Fig. 1: run 1, gate families picked out
The bar under the picture is 20 um long.
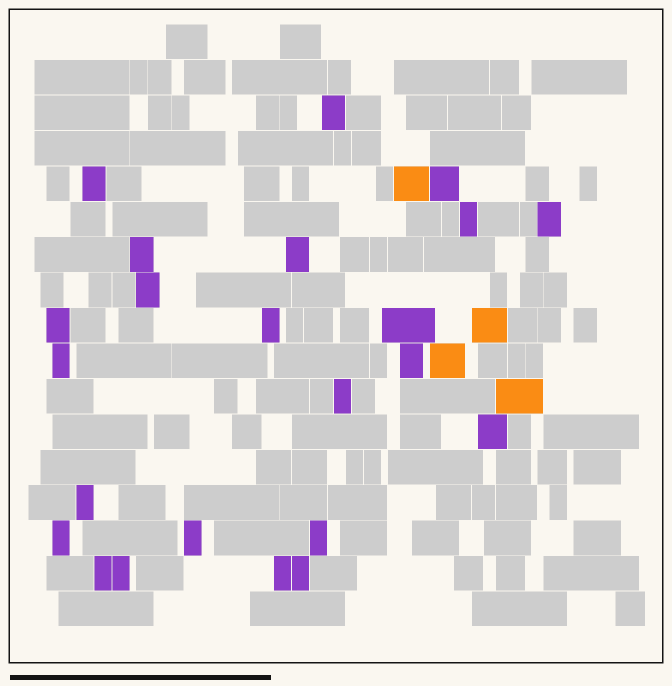
Fig. 2: run 1, cell density map
10 x 10 tiles, from dark blue (low) to red (high), 0 to 100% covered.
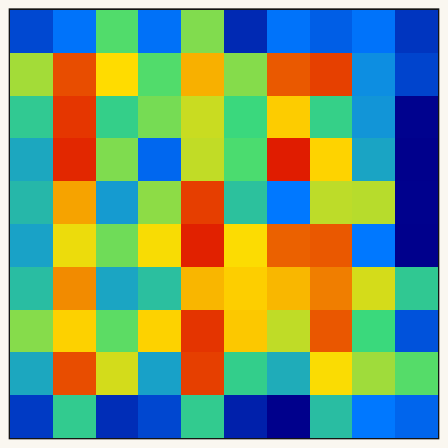
Fig. 3: run 1, wiring by layer
The bar under the picture is 20 um long.
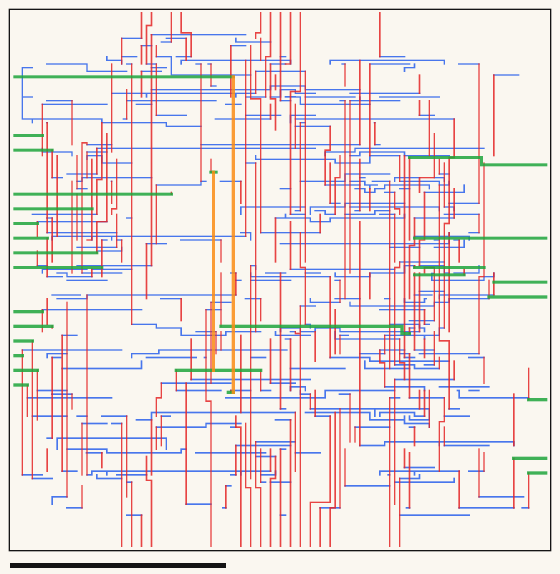
Fig. 4: run 1, congestion heat map
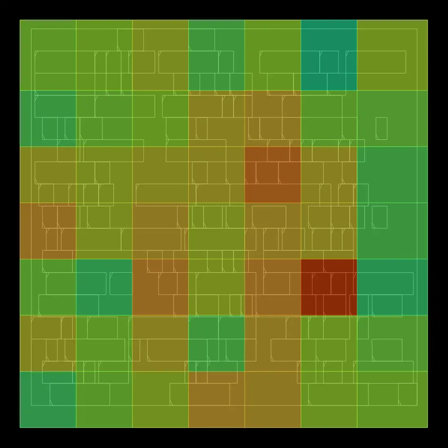
<file path="src/rtl/calc_pkg.sv">
// Shared types and constants for the calculator ALU sequencer.
// Command op codes, one-hot ALU op pins, sequencer states, error result codes.
package calc_pkg;

    typedef enum logic [1:0] {
        OP_ADD = 2'd0,
        OP_SUB = 2'd1,
        OP_MUL = 2'd2,
        OP_DIV = 2'd3
    } cmd_op_e;

    localparam logic [3:0] ALU_ADD  = 4'b1000;
    localparam logic [3:0] ALU_SUB  = 4'b0100;
    localparam logic [3:0] ALU_MUL  = 4'b0010;
    localparam logic [3:0] ALU_DIV  = 4'b0001;
    localparam logic [3:0] ALU_IDLE = 4'b0000;

    typedef enum logic [2:0] {
        IDLE      = 3'd0,
        ISSUE     = 3'd1,
        WAIT_BUSY = 3'd2,
        WAIT_DONE = 3'd3,
        CAPTURE   = 3'd4,
        HOLD      = 3'd5
    } seq_state_e;

    localparam logic [7:0] ERR_DIV0    = 8'h00;
    localparam logic [7:0] ERR_TIMEOUT = 8'hFF;

    function automatic logic [3:0] alu_onehot(input cmd_op_e op);
        case (op)
            OP_ADD:  return ALU_ADD;
            OP_SUB:  return ALU_SUB;
            OP_MUL:  return ALU_MUL;
            default: return ALU_DIV;
        endcase
    endfunction

    function automatic logic is_multicycle(input cmd_op_e op);
        return (op == OP_MUL) || (op == OP_DIV);
    endfunction

endpackage

</file>
<file path="src/rtl/calc_seq_watchdog.sv">
// Wait-state watchdog: down-counter reloaded on clear, expires at terminal count
// after TIMEOUT enabled cycles. Only instantiated with CALC_SEQ_WATCHDOG_EN.
module calc_seq_watchdog #(
    parameter int TIMEOUT = 32
) (
    input  logic clk,
    input  logic rst,
    input  logic clear,
    input  logic enable,
    output logic expired
);
    localparam int CW = (TIMEOUT > 2) ? $clog2(TIMEOUT) : 1;
    localparam logic [CW-1:0] LOAD = CW'(TIMEOUT - 1);

    logic [CW-1:0] cnt;

    always_ff @(posedge clk) begin
        if (rst) begin
            cnt <= LOAD;
        end else if (clear) begin
            cnt <= LOAD;
        end else if (enable && (cnt != '0)) begin
            cnt <= cnt - 1'b1;
        end
    end

    assign expired = enable && (cnt == '0);

endmodule

</file>
<file path="src/rtl/calc_alu_sequencer.sv">
// Initiator side of the calculator ALU interface: command in, ALU handshake, result out.
// Optional wait-state watchdog enabled by defining CALC_SEQ_WATCHDOG_EN.
//
// state     | meaning
// ----------+-------------------------------------------------------------
// IDLE      | cmd_ready high, ALU op idle, waiting for a command
// ISSUE     | one-hot op on the ALU pins for one cycle
// WAIT_BUSY | mul/div: op held, waiting for the ALU to raise busy
// WAIT_DONE | mul/div: op held, waiting for the ALU to drop busy
// CAPTURE   | op released, ALU result sampled
// HOLD      | result presented until res_ready
module calc_alu_sequencer
    import calc_pkg::*;
#(
    parameter int TIMEOUT = 32
) (
    input  logic       clk,
    input  logic       rst,
    input  logic       cmd_valid,
    output logic       cmd_ready,
    input  logic [1:0] cmd_op,
    input  logic       cmd_sign,
    input  logic [3:0] cmd_a,
    input  logic [3:0] cmd_b,
    output logic       res_valid,
    input  logic       res_ready,
    output logic [7:0] res_data,
    output logic       res_err,
    output logic [3:0] alu_op,
    output logic       alu_sign,
    output logic [3:0] alu_data1,
    output logic [3:0] alu_data2,
    input  logic [7:0] alu_o,
    input  logic       alu_busy,
    output logic       seq_busy
);
    seq_state_e state;
    cmd_op_e    op_q;
    cmd_op_e    cmd_op_e_w;
    logic       wd_expired;

    assign cmd_op_e_w = cmd_op_e'(cmd_op);
    assign seq_busy   = (state != IDLE);

`ifdef CALC_SEQ_WATCHDOG_EN
    logic wd_clear;
    logic wd_enable;

    // Reload on every entry into a wait state, including WAIT_BUSY -> WAIT_DONE.
    assign wd_clear  = ((state == ISSUE) && is_multicycle(op_q)) ||
                       ((state == WAIT_BUSY) && alu_busy && !wd_expired);
    assign wd_enable = (state == WAIT_BUSY) || (state == WAIT_DONE);

    calc_seq_watchdog #(
        .TIMEOUT(TIMEOUT)
    ) u_watchdog (
        .clk    (clk),
        .rst    (rst),
        .clear  (wd_clear),
        .enable (wd_enable),
        .expired(wd_expired)
    );
`else
    assign wd_expired = 1'b0;
`endif

    always_ff @(posedge clk) begin
        if (rst) begin
            state     <= IDLE;
            op_q      <= OP_ADD;
            cmd_ready <= 1'b0;
            res_valid <= 1'b0;
            res_data  <= 8'h00;
            res_err   <= 1'b0;
            alu_op    <= ALU_IDLE;
            alu_sign  <= 1'b0;
            alu_data1 <= 4'h0;
            alu_data2 <= 4'h0;
        end else begin
            case (state)
                IDLE: begin
                    if (cmd_valid && cmd_ready) begin
                        cmd_ready <= 1'b0;
                        op_q      <= cmd_op_e_w;
                        if ((cmd_op_e_w == OP_DIV) && (cmd_b == 4'h0)) begin
                            // Divide by zero never reaches the ALU pins.
                            res_data  <= ERR_DIV0;
                            res_err   <= 1'b1;
                            res_valid <= 1'b1;
                            state     <= HOLD;
                        end else begin
                            alu_op    <= alu_onehot(cmd_op_e_w);
                            alu_sign  <= cmd_sign;
                            alu_data1 <= cmd_a;
                            alu_data2 <= cmd_b;
                            state     <= ISSUE;
                        end
                    end else begin
                        cmd_ready <= 1'b1;
                    end
                end
                ISSUE: begin
                    if (is_multicycle(op_q)) begin
                        state <= WAIT_BUSY;
                    end else begin
                        alu_op <= ALU_IDLE;
                        state  <= CAPTURE;
                    end
                end
                WAIT_BUSY, WAIT_DONE: begin
                    if (wd_expired) begin
                        alu_op    <= ALU_IDLE;
                        res_data  <= ERR_TIMEOUT;
                        res_err   <= 1'b1;
                        res_valid <= 1'b1;
                        state     <= HOLD;
                    end else if ((state == WAIT_BUSY) && alu_busy) begin
                        state <= WAIT_DONE;
                    end else if ((state == WAIT_DONE) && !alu_busy) begin
                        // Releasing the op here keeps the ALU from restarting.
                        alu_op <= ALU_IDLE;
                        state  <= CAPTURE;
                    end
                end
                CAPTURE: begin
                    res_data  <= is_multicycle(op_q) ? alu_o : {3'b000, alu_o[4:0]};
                    res_err   <= 1'b0;
                    res_valid <= 1'b1;
                    state     <= HOLD;
                end
                HOLD: begin
                    if (res_ready) begin
                        res_valid <= 1'b0;
                        cmd_ready <= 1'b1;
                        state     <= IDLE;
                    end
                end
                default: begin
                    alu_op    <= ALU_IDLE;
                    res_valid <= 1'b0;
                    cmd_ready <= 1'b0;
                    state     <= IDLE;
                end
            endcase
        end
    end

endmodule

</file>
<file path="config.mk">
export PLATFORM = sky130hd
export DESIGN_NAME = calc_alu_sequencer
export DESIGN_NICKNAME = d
export VERILOG_FILES = /design/src/rtl/calc_pkg.sv /design/src/rtl/calc_seq_watchdog.sv /design/src/rtl/calc_alu_sequencer.sv
export SDC_FILE = /design/constraint.sdc
export NUM_CORES = 1
export LEC_CHECK = 0
export CAP_MARGIN = 20
export CORE_UTILIZATION = 55
export CTS_CLUSTER_SIZE = 12
export DETAILED_ROUTE_END_ITERATION = 8
export DONT_BUFFER_PORTS = 1
export GPL_TIMING_DRIVEN = 0
export PLACE_DENSITY = 0.69
export RECOVER_POWER = 50
export SETUP_SLACK_MARGIN = 0.4
export SYNTH_ARGS = -nofsm -noshare
export SYNTH_HDL_FRONTEND = slang
export SYNTH_SLANG_ARGS = --single-unit
</file>
<file path="constraint.sdc">
create_clock -name clk -period 2.3 [get_ports clk]
set_input_delay 0.46 -clock clk [delete_from_list [all_inputs] [get_ports clk]]
set_output_delay 0.46 -clock clk [all_outputs]
set_load 0.02 [all_outputs]
</file>
==> metrics.sh, run 1 <==
SYNTH-EDFF-COUNT=0
ROUTED.TOP_LAYER='met4'
FIN_HOLD_WS_PS=254
YOSYS_MOST_USED_DFF='sky130_fd_sc_hd__dfxtp_1'
POST-ROUTE-PERIOD-UTIL_PCT=78.8
R2R_CELLS=9
WORSTHOLDPATHCELLS=2
TOP_AREA_SHARE_PCT=44.1
NUMBER_OF_NETS_AT_FLOORPLAN=163
SYNTH.TOP_CELLS.BY_COUNT='28 x sky130_fd_sc_hd__dfxtp_1, 13 x sky130_fd_sc_hd__a21oi_1, 12 x sky130_fd_sc_hd__mux2i_1, 12 x sky130_fd_sc_hd__nor2_1'
SYNTH_FLOPS=28
SYNTH_STAT.CELLS=139
GRT.TOTAL_USAGE_PCT=23.0
FINALWORSTPATHREQUIREDPERIOD_PS=1810
POST_CTS.REPAIR.SETUP_BUFFERS=0
RSZ_0062_RAISED_AFTER_GLOBAL_ROUTING='no'
CLOCK_LATENCY_PS=320
P_SW_SHARE_PCT=27.6
M1WIRELENGTH_UM=1150
AND_OR_NAND_NOR_CELLS_AREA_FRACTION_PCT=21.1
DETAILROUTE.WIRELENGTH.MET3_UM=159
TIMING.HOLD.WORST.START='cmd_op[1]'
NETLIST.TOP_CELL.BY_INSTANCES='sky130_fd_sc_hd__dfxtp_1'
FIRST_PASS_GRT_WIRE_LENGTH_UM=4290
FINAL_HOLD_VIOL_COUNT=0
SKEW_PS=8.02
SYN2LAYOUT_AREA_GROWTH_PCT=5.62
DRTANTENNAVIOLNETS=0
ANTENNA_CELLS=0
NFILLCELLS=212
POWER_TOP_CONSUMER='sequential cells'
CP_TOP_FAMILY='buffers and inverters'
RUN_STATUS='completed'
SETUP-VIOLATIONS-FINAL=0
ROWS=17
SYNTH.DISTINCT_CELLS=33
MET3_USAGE_PCT=6.79
PATH_BUFFERS=3
VDD_DROP_MAX_uV=556
IO_BUFFER_COUNT=0
POST_SYNTH_MAIN_AREA_CONTRIBUTORS='sky130_fd_sc_hd__dfxtp_1 44%, sky130_fd_sc_hd__mux2i_1 9.5%, sky130_fd_sc_hd__a21oi_1 5.1%'
SHARE_SEQ_OF_TOTAL_POWER_PCT=63.0
INITIAL_ANTENNA_VIOLATION_COUNT=0
NUMBER_OF_WARNINGS_THE_TOOLS_REPORTED=26
Notes on Fig. 1 above:
family	colour	cells	most used
nor cells	purple	23	nor2_1
non-inverting ao/oa cells	orange	4	o21a_1
logic gate fraction of the total cell area: 48.0%
non-filler cells in the finished layout: 171
Commonest Layout Cell: sky130_fd_sc_hd__dfxtp_1

Notes on Fig. 2 above:
nearly empty tiles	5.0%
emptiest ninth of the die	north-east
fullest tile	97%
tiles over 75% full	27%
Floorplan Utilization: 58.0%
core region area: 2190 um2
fraction of the core area covered by cells at the end of the flow: 61.2%

Notes on Fig. 3 above:
layer	colour	wire length
M1	blue	1150 um
M3	green	159 um
M4	orange	47.6 um
M2	red	1260 um
Total Routed Length: 2610 um
total via count in the routed design: 1012

Notes on Fig. 4 above:
global-route met1 utilization: 26.8%
busiest layer in global routing: met2
wire per inst: 15.3 um

## run 1: per-stage QoR
stage | utilization [%] | power [uW] | area, um2 | cells | setup WS [ps]
2_1_floorplan | - | 644 | 1270 | 139 | 639
3_3_place_gp | 59.6 | 662 | 1310 | 167 | 555
3_5_place_dp | 59.6 | 665 | 1310 | 167 | 525
4_1_cts | 60.6 | 855 | 1330 | 170 | 496
5_1_grt | 61.2 | 890 | 1340 | 171 | 411
6_report | 61.2 | 856 | 1340 | 171 | 488
## run 1: area by class of cell
| cell class | instances | area, um2 | share of cell area [%] |
|---|---|---|---|
| multi-input combinational | 98 | 644 | 48.0 |
| inverter | 3 | 11.3 | 0.840 |
| timing repair buffer | 1 | 7.51 | 0.560 |
| buffer | 10 | 60.1 | 4.48 |
| clock buffer | 3 | 22.5 | 1.68 |
| tap | 28 | 35.0 | 2.61 |
| sequential | 28 | 561 | 41.8 |
## run 1: sequential cells by signal, summed over array words and instances, names as in the netlist
signal,flops
res_data,8
state,3
alu_data2,4
op_q,1
res_valid,1
alu_data1,4
res_err,1
cmd_ready,1
alu_sign,1
alu_op,4
## run 1: worst max-delay path by stage
stage                     cells after the start                  start                   endpoint
after global placement                        9  state[0]$_SDFFE_PP0P_  alu_data2[2]$_SDFFE_PP0P_
after floorplan                               9  state[0]$_SDFFE_PP0P_  alu_data1[0]$_SDFFE_PP0P_
after CTS                                     5  state[0]$_SDFFE_PP0P_                   seq_busy
after global routing                          5  state[0]$_SDFFE_PP0P_                   seq_busy
final                                         5  state[0]$_SDFFE_PP0P_                   seq_busy
after detailed placement                      9  state[0]$_SDFFE_PP0P_  alu_data1[2]$_SDFFE_PP0P_
Fig. 5: run 1, clock wires, drivers and flops
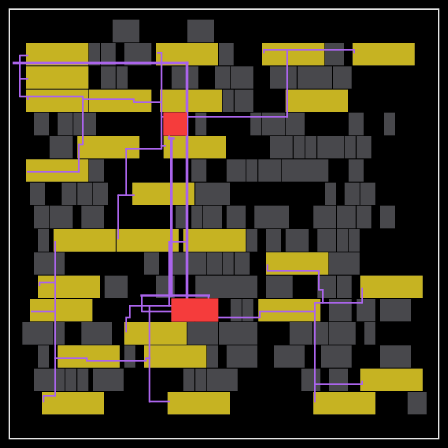

==> inputs of run 2 (changes only) <==
- clock period: 2.3 -> 1.9 ns (I/O delays scaled with it)
Fig. 6: run 2, clock wires, drivers and flops
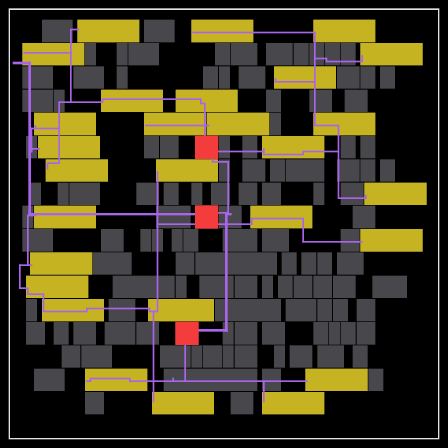
[flip-flops] yellow | count: 28
[clock wires] purple | length: 320 um
[clock-net drivers] red | count: 3
routed clock nets	4
power drawn by the clock network: 394 uW
worst-skew pair later-pin latency: 330 ps

Fig. 7: run 2, cell density map
10 x 10 tiles, from dark blue (low) to red (high), 0 to 100% covered.
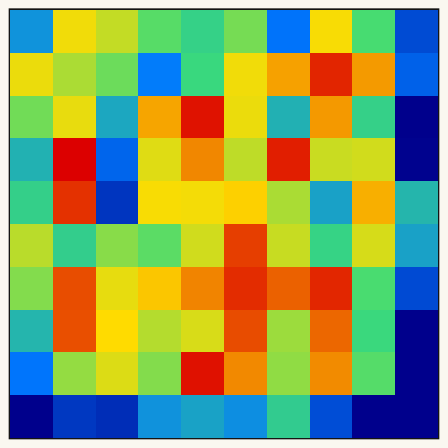
mean over tiles	57%
emptiest ninth of the die	south-east
densest ninth of the die	centre
tiles over 75% full	26%
nearly empty tiles	7.0%
fraction of the core area covered by cells at the end of the flow: 66.4%

Fig. 8: run 2, congestion heat map
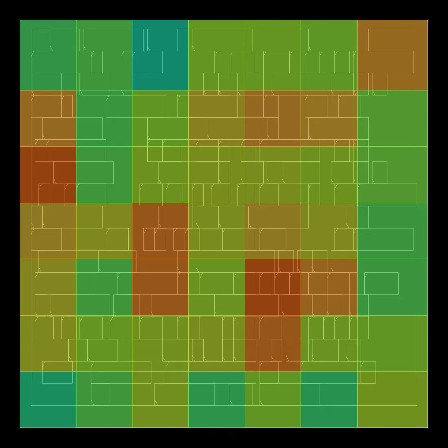
global-route met1 utilization: 30.0%
wire per inst: 15.4 um
global-route usage over all layers: 23.4%
met2 usage in global routing: 36.7%

==> run 2 against run 1 <==
Via count is 3.4% higher. Worst hold slack worse by 87 ps. Count of clock-buffer cells in the layout stayed put. Combinational power is 43% higher. Utilization is 5.1 points higher. Final area is 8.4% higher. Worst setup slack worse by 320 ps. First-iteration DRC count is 33% higher. Highest routed layer unchanged.
==> metrics.sh, run 2 <==
SYN2LAYOUT_AREA_GROWTH_PCT=14.5  # was 5.62%
RSZ_0062_RAISED_AFTER_GLOBAL_ROUTING='yes'  # was no
NFILLCELLS=186  # was 212
CP_TOP_FAMILY='buffers and inverters'  # unchanged
FIRST_PASS_GRT_WIRE_LENGTH_UM=4380  # was 4290 um
SETUP-VIOLATIONS-FINAL=0  # unchanged
SYNTH.TOP_CELLS.BY_COUNT='28 x sky130_fd_sc_hd__dfxtp_1, 13 x sky130_fd_sc_hd__a21oi_1, 12 x sky130_fd_sc_hd__mux2i_1, 12 x sky130_fd_sc_hd__nor2_1'  # unchanged
PLACE_WS_PS=134  # was 525 ps
M1WIRELENGTH_UM=1220  # was 1150 um
TOTAL_ROUTED_LENGTH_UM=2720  # was 2610 um
SYNTH_FLOPS=28  # unchanged
YOSYS_MOST_USED_DFF='sky130_fd_sc_hd__dfxtp_1'  # unchanged
DETAILROUTE.WIRELENGTH.MET3_UM=204  # was 159 um
GRT_MOST_USED_LAYER='met2'  # unchanged
ANTENNA_CELLS=0  # unchanged
FINAL_HOLD_VIOL_COUNT=0  # unchanged
AREA.SEQUENTIAL_UM2=562  # was 561 um2
FINAL.SETUP.WORST_SLACK_PS=172  # was 488 ps
INITIAL_ANTENNA_VIOLATION_COUNT=0  # unchanged
AREA_OF_THE_MULTI_INPUT_GATES_UM2=679  # was 644 um2
REG_WITH_MOST_FFS='res_data'  # unchanged
DRTANTENNAVIOLNETS=0  # unchanged
IO_BUFFER_COUNT=0  # unchanged
NUMBER_OF_FLIP_FLOPS_IN_THE_LARGEST_REGISTER=8  # unchanged
SYNTH.DISTINCT_CELLS=33  # unchanged
POST-ROUTE-PERIOD-UTIL_PCT=90.9
NETLIST.TOP_CELL.BY_INSTANCES='sky130_fd_sc_hd__dfxtp_1'  # unchanged
SYNTH-EDFF-COUNT=0  # unchanged
SKEW_PS=3.05  # was 8.02 ps
POST_SYNTH_MAIN_AREA_CONTRIBUTORS='sky130_fd_sc_hd__dfxtp_1 44%, sky130_fd_sc_hd__mux2i_1 9.5%, sky130_fd_sc_hd__a21oi_1 5.1%'  # unchanged
RUN_STATUS='completed'  # unchanged
[run 2: cell counts after synthesis]
No cell type changed its count.
[run 2: timing repair]
item | in CTS | in global routing
gates cloned | 1 | 0
setup endpoints to repair | 24 | 24
pin swaps | 1 | 2
buffers inserted | 3 | 2
gates resized | 11 | 7
[run 2: stage by stage]
step	instance area [um2]	total power (uW)	cells	hold slack (ps)	utilization, %
after floorplan	1280	785	139	493	-
after global placement	1320	806	167	529	60.2
after detailed placement	1320	811	167	532	60.2
after CTS	1440	1220	175	161	65.8
after global routing	1450	1260	177	158	66.4
final	1450	1220	177	167	66.4
[run 2: cell families (layout without fill, tap and decap cells)]
kind of cell,Yosys count,count (layout),synth area share [%]
compound gates,36,36,19.6
buf+inv,13,23,5.71
simple gates,50,50,21.1
mux,12,12,9.46
flops,28,28,44.1
[run 2: cell type report]
class	count	area share, %
buffer	10	4.56
clock buffer	3	1.55
clock inverter	1	2.07
inverter	3	0.947
multi-input combinational	98	46.7
sequential	28	38.6
tap	28	2.41
timing repair buffer	6	3.10
[run 2: worst paths after layout]
path	start	endpoint	slack, ps	depth (start not counted)
min	cmd_op[1]	op_q[1]$_SDFFE_PP0P_	170	2
max	state[0]$_SDFFE_PP0P_	alu_data2[2]$_SDFFE_PP0P_	170	9
min reg2reg	op_q[1]$_SDFFE_PP0P_	op_q[1]$_SDFFE_PP0P_	570	2
max reg2reg	state[0]$_SDFFE_PP0P_	alu_data2[2]$_SDFFE_PP0P_	170	9
[run 2: power breakdown]
part	switching, uW	internal (uW)	leakage, uW	total [uW]
sequential	42.2	612	0.000228	654
combinational	88.9	81.8	0.000258	171
clock	180	213	0.0000279	394
total	311	907	0.000513	1220
Fig. 9: run 2, gate families picked out
The bar under the picture is 20 um long.
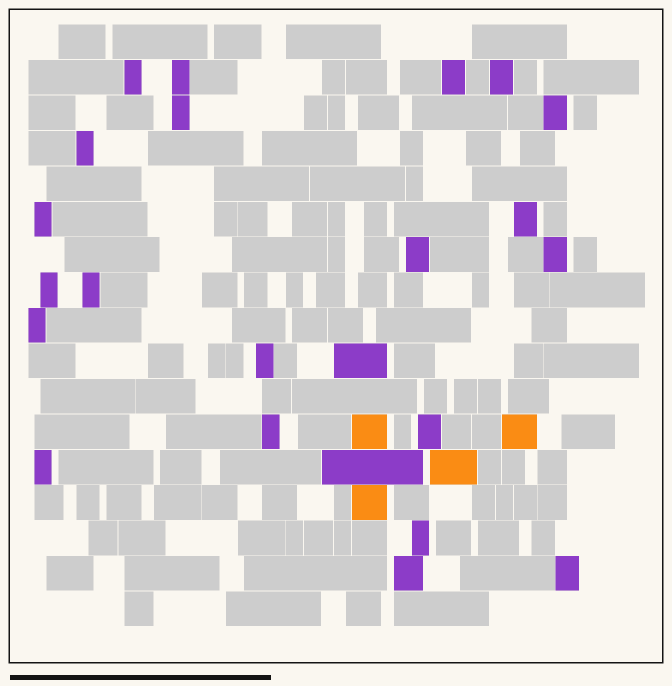

==> inputs of run 3 (changes only) <==
- REMOVE_ABC_BUFFERS: unset -> 1
Fig. 10: run 3, gate families picked out
The bar under the picture is 20 um long.
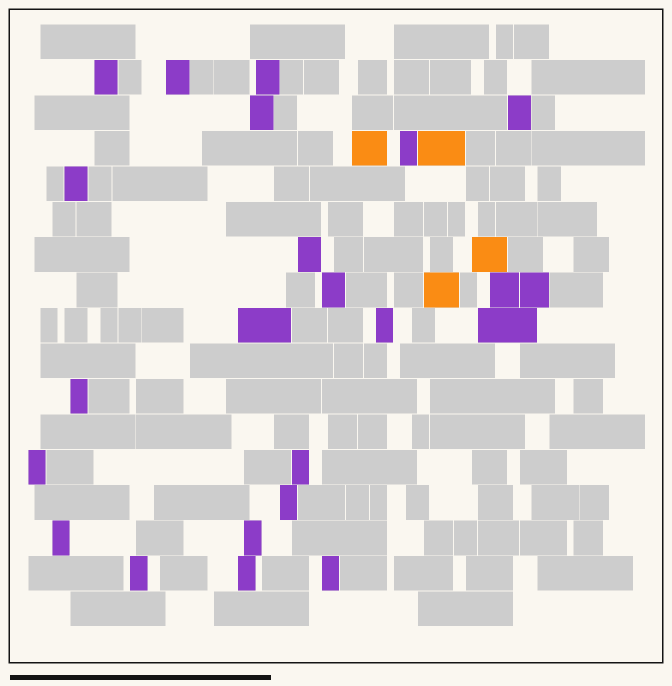
family	colour	cells	most used
nor cells	purple	23	nor2_1
non-inverting ao/oa cells	orange	4	o21a_1
non-filler cells in the finished layout: 170
logic gate fraction of the total cell area: 47.3%

Fig. 11: run 3, cell density map
10 x 10 tiles, from dark blue (low) to red (high), 0 to 100% covered.
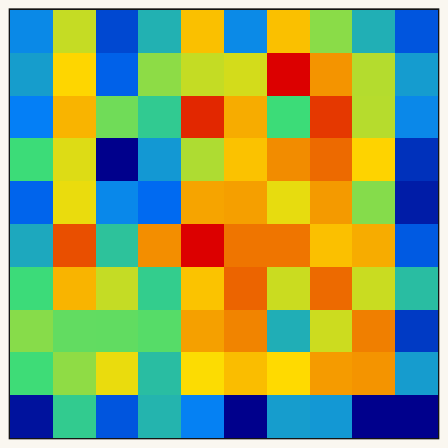
nearly empty tiles	4.0%
mean over tiles	56%
densest ninth of the die	centre
fullest tile	100%
tiles over 75% full	34%
fraction of the core area covered by cells at the end of the flow: 65.6%

Fig. 12: run 3, clock wires, drivers and flops
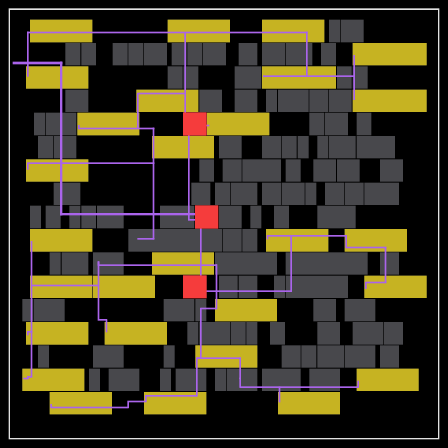
[clock-net drivers] red | count: 3
[flip-flops] yellow | count: 28
[clock wires] purple | length: 335 um
routed clock nets	4
flops lie	all over the die
clock network fraction of design power: 32.9%
worst clock skew: 13.4 ps
power drawn by the clock network: 397 uW

==> run 3 against run 2 <==
Worst hold slack got worse by 71 ps. Utilization fell by 0.74 points. Die size did not move. Final area fell by 1.1%. Worst setup slack improved by 140 ps. Sequential share of layout area rose by 1.1 points. Critical path depth fell by 5. Count of clock-buffer cells in the layout did not move. Critical path type unchanged. Non-clock buffer count fell by 7. Cell count fell by 4.0%. Register-to-register slack improved by 140 ps. Area after synthesis did not move.
==> metrics.sh, run 3 <==
DRTANTENNAVIOLNETS=0  # unchanged
NUMBER_OF_WARNINGS_THE_TOOLS_REPORTED=27  # was 29
CP_TOP_FAMILY='AND-OR/OR-AND gates'  # was buffers and inverters
CP_SLOWEST_STAGE_DELAY_PS=550  # was 350 ps
SYNTH_STAT.CELLS=139  # unchanged
AREA_OF_THE_MULTI_INPUT_GATES_UM2=681  # was 679 um2
POST_SYNTH_MAIN_AREA_CONTRIBUTORS='sky130_fd_sc_hd__dfxtp_1 44%, sky130_fd_sc_hd__mux2i_1 9.5%, sky130_fd_sc_hd__a21oi_1 5.1%'  # unchanged
DRTPASS1ITERATIONS=4  # was 5
ROWS=17  # unchanged
FINALWORSTPATHREQUIREDPERIOD_PS=1580  # was 1730 ps
SYNTH_FLOPS=28  # unchanged
WIRE_PER_INST_UM=16.2  # was 15.4 um
NFILLCELLS=185  # was 186
SETUP-VIOLATIONS-FINAL=0  # unchanged
VDD_DROP_MAX_uV=597  # was 547 uV
TOP_AREA_SHARE_PCT=44.1  # unchanged
PATH_BUFFERS=0  # was 4
FINAL_HOLD_VIOL_COUNT=0  # unchanged
SYNTH.TOP_CELLS.BY_COUNT='28 x sky130_fd_sc_hd__dfxtp_1, 13 x sky130_fd_sc_hd__a21oi_1, 12 x sky130_fd_sc_hd__mux2i_1, 12 x sky130_fd_sc_hd__nor2_1'  # unchanged
CLOCK_LATENCY_PS=330  # about the same
FIRST_PASS_GRT_WIRE_LENGTH_UM=4510  # was 4380 um
NUMBER_OF_FLIP_FLOPS_IN_THE_LARGEST_REGISTER=8  # unchanged
INITIAL_ANTENNA_VIOLATION_COUNT=0  # unchanged
LAYOUT.CELLS.MOST_COMMON='sky130_fd_sc_hd__dfxtp_1'  # unchanged
CORE-AREA_UM2=2190  # unchanged
FINAL_DESIGN_AREA_NO_FILL_UM2=1440  # was 1450 um2
MAXCAPVIOLATIONS=0  # unchanged
YOSYS_MOST_USED_DFF='sky130_fd_sc_hd__dfxtp_1'  # unchanged
REG_WITH_MOST_FFS='res_data'  # unchanged
RUN_STATUS='completed'  # unchanged
POST-PLACE-CELLS=157  # was 167
NETLIST.TOP_CELL.BY_INSTANCES='sky130_fd_sc_hd__dfxtp_1'  # unchanged
ANTENNA_CELLS=0  # unchanged
SYN2LAYOUT_AREA_GROWTH_PCT=13.2  # was 14.5%
RSZ_0062_RAISED_AFTER_GLOBAL_ROUTING='yes'  # unchanged
TOTAL_VIA_COUNT_IN_THE_ROUTED_DESIGN=1048  # was 1046
AREA_AFTER_DETAILED_PLACEMENT_UM2=1240  # was 1320 um2
TOTAL_ROUTED_LENGTH_UM=2760  # was 2720 um
IO_BUFFER_COUNT=0  # unchanged
INITIAL_UTILIZATION_PCT=58.0  # unchanged
AREA.SEQUENTIAL_UM2=572  # was 562 um2
POST-ROUTE-PERIOD-UTIL_PCT=83.3  # was 90.9%
SYNTH.DISTINCT_CELLS=33  # unchanged
PLACE_WS_PS=-353  # was 134 ps
GRT.TOTAL_USAGE_PCT=23.6  # was 23.4%
==> run 3: area by class of cell <==
| cell class | count | area share [%] |
|---|---|---|
| Sequential cell | 28 | 39.8 |
| Inverter | 3 | 0.957 |
| Tap cell | 28 | 2.44 |
| Clock buffer | 3 | 1.57 |
| Clock inverter | 1 | 2.09 |
| Multi-Input combinational cell | 98 | 47.3 |
| Timing Repair Buffer | 9 | 5.83 |
==> run 3: routing by layer <==
metal  GRT usage, %  wire, um  vias up
met5              0         0        -
met4           10.0        17        0
met3           4.94       174        2
met1           30.2      1230      507
met2           37.8      1340       30
li1               -         -      509
==> run 3: power by group <==
| group | switching (uW) | internal [uW] |
|---|---|---|
| registers | 47.5 | 609 |
| logic | 72.5 | 78.1 |
| clock network | 183 | 213 |
| total | 303 | 900 |
==> run 3: worst paths after layout <==
check | start | to | cells after the start
setup reg to reg | cmd_ready$_SDFFE_PP0P_ | alu_op[1]$_SDFFE_PP0P_ | 4
setup / recovery | cmd_ready$_SDFFE_PP0P_ | alu_op[1]$_SDFFE_PP0P_ | 4
hold / removal | rst | res_data[7]$_SDFFE_PP0P_ | 1
hold reg to reg | res_data[7]$_SDFFE_PP0P_ | res_data[7]$_SDFFE_PP0P_ | 2
==> run 3: timing repair <==
item,in CTS,in global routing
gates resized,11,8
buffers inserted,4,5
endpoints found under the setup margin,25,23
pin swaps,2,1
==> run 3: logic make-up after synthesis <==
logic type | Yosys count | share of synthesized area (%)
and+or+nand+nor | 50 | 21.1
AOI/OAI and AO/OA | 36 | 19.6
DFF | 28 | 44.1
buffers and inverters | 13 | 5.71
muxes | 12 | 9.46
==> run 3: through the flow <==
stage	total power, uW	hold WS (ps)
global placement	779	453
CTS	1190	82.7
global route	1240	71.3
floorplan	761	449
detailed placement	782	455
finish	1200	95.6
Power and IR drop assume default switching activity.
